[config.mk]
export PLATFORM = sky130hd
export DESIGN_NAME = accumulator
export DESIGN_NICKNAME = d
export VERILOG_FILES = /design/src/rtl/accumulator.sv
export SDC_FILE = /design/constraint.sdc
export NUM_CORES = 2
export LEC_CHECK = 0
export CAP_MARGIN = 15
export CORE_MARGIN = 3
export CORE_UTILIZATION = 35
export DETAILED_ROUTE_END_ITERATION = 10
export SYNTH_ARGS = -nofsm -noshare
export SYNTH_HDL_FRONTEND = slang
export SYNTH_SLANG_ARGS = --single-unit
[constraint.sdc]
create_clock -name clk -period 25.6 [get_ports clk]
set_clock_uncertainty 0.05 [all_clocks]
set_input_delay 2.56 -clock clk [delete_from_list [all_inputs] [get_ports clk]]
set_output_delay 2.56 -clock clk [all_outputs]
set_load 0.01 [all_outputs]
[src/rtl/accumulator.sv]
// rtl/accumulator.sv - sixteen-operand integer/binary32 reduction with four lane adders and one combine adder
// Optional debug port drive: ACCUM_DEBUG_PORTS_EN (undefined ties in0/in1/sum0..sum3 to zero)
module accumulator #(
  parameter int FLOAT = 0
) (
  input  logic         clk,
  input  logic         rst,
  input  logic         EN,
  input  logic [511:0] vals,
  output logic [31:0]  sum,
  output logic         rdy,
  output logic [31:0]  in0,
  output logic [31:0]  in1,
  output logic [31:0]  sum0,
  output logic [31:0]  sum1,
  output logic [31:0]  sum2,
  output logic [31:0]  sum3
);

  typedef enum logic [2:0] {
    S_IDLE, S_LANE1, S_LANE2, S_LANE3, S_COMB1, S_COMB2, S_COMB3, S_DONE
  } state_t;

  state_t      state_q, state_d;
  logic [31:0] lane_q [4];
  logic [31:0] lane_d [4];
  logic [31:0] ops_q [4][3];
  logic [31:0] ops_d [4][3];
  logic [31:0] partial_q, partial_d;
  logic [31:0] sum_q, sum_d;
  logic        rdy_q, rdy_d;
  logic [31:0] comb_a, comb_b, comb_r;
  logic        lane_go;
  logic [1:0]  lane_step;

  // Binary32 add: RNE, subnormals flushed to signed zero, single quiet NaN.
  function automatic logic [31:0] fp_add(input logic [31:0] a, input logic [31:0] b);
    logic               sx, sy;
    logic [7:0]         ex, ey, d;
    logic [23:0]        mx, my;
    logic [49:0]        ysh;
    logic [26:0]        x27, y27, n27;
    logic [27:0]        s28;
    logic [24:0]        m25;
    logic [22:0]        mant;
    logic signed [9:0]  e;
    logic [4:0]         lz;
    logic               rnd;
    logic [31:0]        r;
    r = '0;
    if ((a[30:23] == 8'hFF && a[22:0] != '0) || (b[30:23] == 8'hFF && b[22:0] != '0) ||
        (a[30:23] == 8'hFF && b[30:23] == 8'hFF && a[31] != b[31])) begin
      r = 32'h7FC00000;
    end else if (a[30:23] == 8'hFF) begin
      r = a;
    end else if (b[30:23] == 8'hFF) begin
      r = b;
    end else if (a[30:23] == 8'h00 && b[30:23] == 8'h00) begin
      r = {a[31] & b[31], 31'b0};
    end else if (a[30:23] == 8'h00) begin
      r = b;
    end else if (b[30:23] == 8'h00) begin
      r = a;
    end else begin
      if (a[30:0] >= b[30:0]) begin
        sx = a[31]; ex = a[30:23]; mx = {1'b1, a[22:0]};
        sy = b[31]; ey = b[30:23]; my = {1'b1, b[22:0]};
      end else begin
        sx = b[31]; ex = b[30:23]; mx = {1'b1, b[22:0]};
        sy = a[31]; ey = a[30:23]; my = {1'b1, a[22:0]};
      end
      d   = ex - ey;
      ysh = {my, 26'b0} >> d;
      y27 = (d > 8'd30) ? 27'd1 : {ysh[49:24], |ysh[23:0]};
      x27 = {mx, 3'b000};
      s28 = (sx == sy) ? ({1'b0, x27} + {1'b0, y27}) : ({1'b0, x27} - {1'b0, y27});
      if (s28 == '0) begin
        r = '0;
      end else begin
        e  = signed'({2'b00, ex});
        lz = '0;
        if (s28[27]) begin
          n27 = {s28[27:2], s28[1] | s28[0]};
          e   = e + 10'sd1;
        end else begin
          for (int i = 0; i < 27; i++) begin
            if (s28[i]) lz = 5'(26 - i);
          end
          n27 = s28[26:0] << lz;
          e   = e - signed'({5'b00000, lz});
        end
        rnd = n27[2] & (n27[1] | n27[0] | n27[3]);
        m25 = {1'b0, n27[26:3]} + {24'b0, rnd};
        if (m25[24]) begin
          mant = m25[23:1];
          e    = e + 10'sd1;
        end else begin
          mant = m25[22:0];
        end
        if (e >= 10'sd255)    r = {sx, 8'hFF, 23'b0};
        else if (e <= 10'sd0) r = {sx, 31'b0};
        else                  r = {sx, e[7:0], mant};
      end
    end
    return r;
  endfunction

  function automatic logic [31:0] add32(input logic [31:0] a, input logic [31:0] b);
    if (FLOAT != 0) return fp_add(a, b);
    return a + b;
  endfunction

  always_comb begin
    comb_a = '0;
    comb_b = '0;
    case (state_q)
      S_COMB1: begin comb_a = lane_q[0];  comb_b = lane_q[1]; end
      S_COMB2: begin comb_a = partial_q;  comb_b = lane_q[2]; end
      S_COMB3: begin comb_a = partial_q;  comb_b = lane_q[3]; end
      default: ;
    endcase
  end

  assign comb_r = add32(comb_a, comb_b);

  always_comb begin
    state_d   = state_q;
    lane_d    = lane_q;
    ops_d     = ops_q;
    partial_d = partial_q;
    sum_d     = sum_q;
    rdy_d     = rdy_q;
    lane_go   = 1'b0;
    lane_step = 2'd0;
    case (state_q)
      S_IDLE, S_DONE: begin
        if (EN) begin
          // v[4K] seeds lane K directly; only the remaining twelve operands need storing.
          for (int k = 0; k < 4; k++) begin
            lane_d[k] = vals[511 - 128*k -: 32];
            for (int s = 0; s < 3; s++) ops_d[k][s] = vals[511 - 32*(4*k + s + 1) -: 32];
          end
          rdy_d   = 1'b0;
          state_d = S_LANE1;
        end
      end
      S_LANE1: begin lane_go = 1'b1; lane_step = 2'd0; state_d = S_LANE2; end
      S_LANE2: begin lane_go = 1'b1; lane_step = 2'd1; state_d = S_LANE3; end
      S_LANE3: begin lane_go = 1'b1; lane_step = 2'd2; state_d = S_COMB1; end
      S_COMB1: begin partial_d = comb_r; state_d = S_COMB2; end
      S_COMB2: begin partial_d = comb_r; state_d = S_COMB3; end
      S_COMB3: begin sum_d = comb_r; rdy_d = 1'b1; state_d = S_DONE; end
      default: state_d = S_IDLE;
    endcase
    if (lane_go) begin
      for (int k = 0; k < 4; k++) lane_d[k] = add32(lane_q[k], ops_q[k][lane_step]);
    end
  end

  always_ff @(posedge clk or posedge rst) begin
    if (rst) begin
      state_q   <= S_IDLE;
      partial_q <= '0;
      sum_q     <= '0;
      rdy_q     <= 1'b0;
      for (int k = 0; k < 4; k++) begin
        lane_q[k] <= '0;
        for (int s = 0; s < 3; s++) ops_q[k][s] <= '0;
      end
    end else begin
      state_q   <= state_d;
      partial_q <= partial_d;
      sum_q     <= sum_d;
      rdy_q     <= rdy_d;
      lane_q    <= lane_d;
      ops_q     <= ops_d;
    end
  end

  assign sum = sum_q;
  assign rdy = rdy_q;

`ifdef ACCUM_DEBUG_PORTS_EN
  assign in0  = comb_a;
  assign in1  = comb_b;
  assign sum0 = lane_q[0];
  assign sum1 = lane_q[1];
  assign sum2 = lane_q[2];
  assign sum3 = lane_q[3];
`else
  assign in0  = 32'h0;
  assign in1  = 32'h0;
  assign sum0 = 32'h0;
  assign sum1 = 32'h0;
  assign sum2 = 32'h0;
  assign sum3 = 32'h0;
`endif

endmodule

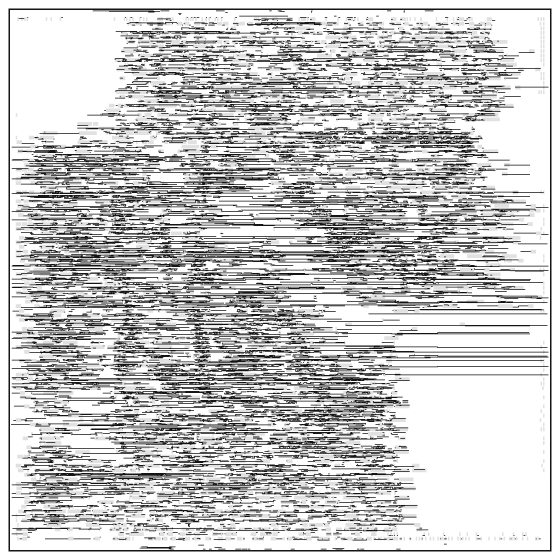
Figure 1: signal wires on met1.
Cells faint in the background.
main direction = horizontal
wire length on this layer = 54.5 mm
longest straight run = 121 um
nets with wire on the layer = 4962
share of all routed wire = 42%

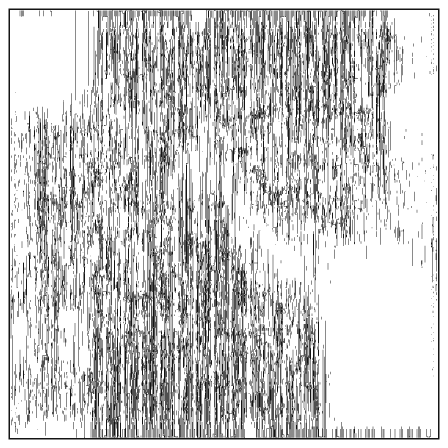
Figure 2: signal wires on met2.
main direction = vertical
longest straight run = 97.4 um
wire length on this layer = 61.6 mm
nets with wire on the layer = 4433

==> summary.txt <==
run metrics: Placer Congestion roughly 0.9, synthesized cell area 0.0350 mm2, status complete, no violations, Pins Over Slew Limit 0, pre-CTS setup slack 19.25 ns, pin count of the biggest net entering global routing 209, Arrival @ worst endpoint roughly 6.8 ns, worst vdd ir 0.0903 mV, Comb group 4.06 mW, Seq group around 1.7 mW, Cell Type Count a little over 80, Worst setup SP type flop, period utilization 25.0%, clk sinks 580, DP HPWL between 90000 and 100000 um, worst min-delay path class flop to flop, most frequent cell after synthesis nand2_1, Net Sw Frac 47.5%, global route total overflow 0, combinational share of power about 59%, root buffer cell clkbuf_16, Switch Pwr 3.26 mW, largest power group combinational logic, number of global-route vias before repair roughly 30000, top cell type by total area after synthesis dfrtp_1, Yosys Warn Count 0, P_leak 20.9 nW, Gate Area about 0.019 mm2, Final Setup Violations 0, Crit path top cell by count buf_4, Init Core Util 35.4%, Site Rows 115, Setup WS post-layout 19.21 ns, Async S/R FF share, synth 100%, post-synth tally of flip-flops with integrated enable 0, Worst Path Buf+Inv 5, clock share of power between 10% and 20%, sequential area share after synthesis 41.4%, sequential cell area 0.0145 mm2, kind of critical path flop to flop, first-pass GRT wire length between 150000 and 200000 um, max_cap viols 0, # DRC 0, DR top layer met5, Synth Instances 4437, post-CTS sizing 0, WP data required 25.99 ns, top_reg_cell synth dfrtp_1, share of power burned in registers 25.2%, Clk. pwr 1.06 mW, CTS H-Tree Depth 3, Slew HR about a quarter, commonest cells in the netlist 1694 x nand2_1, 580 x dfrtp_1, 236 x o21ai_0, Worst-Skew Late Latency 0.63 ns, antenna violations before repair 30, Hold Fails Final Rpt 0, worst slew pin tran roughly 1.1 ns, worst-path maximum fanout 33, worst reg-to-reg setup slack 19.21 ns, Fillers 9931, Int Pwr between 3 and 4 mW, Die ar. 0.104 mm2, port bufs 547, num ports 740, Worst setup EP type flop, critical path, cell by cell inv_1 > ha_1 > buf_4 > nor2b_4 > buf_4 > buf_4 > a22oi_1 > o21ai_0 > ha_1 > inv_1 > fa_1 > nor2b_1 > o2111a_1 > nor3b_1 > nor4_1 > o211ai_1 > a31oi_1 > o211ai_1 > a21oi_1 > mux2i_1 > a311oi_1, DR iter-0 viols between 2000 and 3000, DIE WIDTH 322 um, post-route ant nets 0, CP max-delay cell nor2b_4, core area around 0.1 mm2, Vias 32057, Max Clk Rate roughly 160 MHz, Post-CTS Hold Fix Bufs 0, top cells, area dfrtp_1 41%, nand2_1 18%, ha_1 6.1%, buf_4 4.1%, a22oi_1 3.4%, Vias/cell 5.16, synthesis-to-layout area growth 23.8%, DRT Pass-1 Iters 6, metal3 WL about 8700 um, fin crit period 6.39 ns, CTS Buf Count between 70 and 80, final WL 129000 um, Fin Hold WS 0.423 ns, PwrDens ~160 mW/mm2, Yosys reg bits 580, Metal-1 WL about 55000 um, setup TNS 0 ns, YS chip area 0.0350 mm2, tool warning count approximately 52, WL/cell 20.7 um, critical path depth in cells 21, postcts setup bufs 0, Hold Path Stages 2, unrepaired setup endpoints after global routing no, yosys cell count between 4000 and 5000, met2 WL a little over 60000 um, clk slew on worst S/H paths 0.06 ns, area share, top type roughly two fifths, syn avg cell area approximately 7.9 um2, die height 322 um, share of layout cells above drive strength 1 3.79%, All-Layer GR Usage roughly a quarter, R2R cell count 21, CTS tree done, # nets final 5539, Clock Path Buffers 3, slowest stage delay, CP 1.00 ns, Largest delay share family, worst path simple AND/OR/NAND/NOR gates
[per-stage QoR]
step / cell area (um2) / utilization (%) / total power [mW] / instances
finish: 43300 / 43.9 / 6.86 / 6210
global route: 43300 / 43.8 / 7.46 / 6202
CTS: 43300 / 43.8 / 6.86 / 6190
detailed placement: 40900 / 41.3 / 5.76 / 6063
global placement: 40900 / 41.3 / 5.71 / 6063
floorplan: 35700 / - / 4.64 / 4628
[layout make-up]
class,count,share of cell area [%]
Multi-Input combinational cell,3545,43.1
Sequential cell,580,33.5
Timing Repair Buffer,584,13.4
Clock buffer,98,4.68
Tap cell,1287,3.71
Clock inverter,29,0.958
Inverter,67,0.597
Antenna cell,20,0.115
[path summary, 6_finish.rpt]
path / endpoint / start
setup / recovery: lane_q[94]$_DFFE_PP0P_ / state_q[0]$_DFFE_PP0P_
hold / removal: ops_q[298]$_DFFE_PP0P_ / ops_q[298]$_DFFE_PP0P_
setup reg to reg: lane_q[94]$_DFFE_PP0P_ / state_q[0]$_DFFE_PP0P_
hold reg to reg: ops_q[298]$_DFFE_PP0P_ / ops_q[298]$_DFFE_PP0P_
max in group asynchronous: ops_q[131]$_DFFE_PP0P_ / rst
min in group asynchronous: ops_q[233]$_DFFE_PP0P_ / rst
[per-layer routing]
metal | vias to the layer above | global-route usage [%]
met4 | 12 | 8.05
met5 | - | 0
met3 | 185 | 4.84
met2 | 1063 | 39.6
met1 | 15414 | 31.5
li1 | 15383 | -
[kinds of logic after synthesis]
logic type | after synthesis | synth area share [%]
other | 1 | 0.0107
and+or+nand+nor | 2073 | 23.6
muxes | 10 | 0.289
AOI/OAI and AO/OA | 962 | 17.5
adders and majority gates | 175 | 6.36
xor gates and xnor gates | 133 | 3.37
buffers and inverters | 503 | 7.45
DFF | 580 | 41.4
[state kept, by name, indices dropped and copies added (netlist names)]
register	count
sum	32
lane_q	128
partial_q	32
rdy	1
ops_q	384
state_q	3
[layout by cell type (no fill, tap or decap), types with 8 or more instances in the layout]
| cell | count |
|---|---|
| xnor2_1 | 84 |
| dfrtp_1 | 579 |
| nor2b_1 | 39 |
| conb_1 | 192 |
| clkbuf_16 | 73 |
| xor2_1 | 48 |
| o21a_1 | 17 |
| clkinv_2 | 12 |
| a21o_1 | 72 |
| a31oi_1 | 105 |
| bufinv_16 | 8 |
| inv_1 | 66 |
| ha_1 | 170 |
| or3_1 | 17 |
| a22oi_1 | 159 |
| o21bai_1 | 24 |
| o211ai_1 | 11 |
| a21oi_1 | 184 |
| o21ai_0 | 236 |
| o21ai_1 | 37 |
| a22o_1 | 30 |
| nand2_1 | 1693 |
| buf_4 | 34 |
| nand3_1 | 35 |
| clkbuf_8 | 11 |
| nor2_1 | 157 |
| clkdlybuf4s50_1 | 547 |
| mux2i_1 | 9 |
| diode_2 | 20 |
| nand4_1 | 12 |
| clkbuf_1 | 14 |
| a211oi_1 | 17 |
| nand2b_1 | 12 |
| nor3_1 | 35 |
| and3_1 | 26 |
[worst reg2reg max path, delay by kind of cell, from the launching register on]
family	cells	cell delay, ns
AND-OR/OR-AND	8	1.64
adder cells (fa/ha/maj)	3	0.84
buffers and inverters	5	1.44
flip-flops	1	0.41
multiplexers	1	0.20
AND/OR/NAND/NOR	4	1.63
Power and IR drop assume default switching activity.
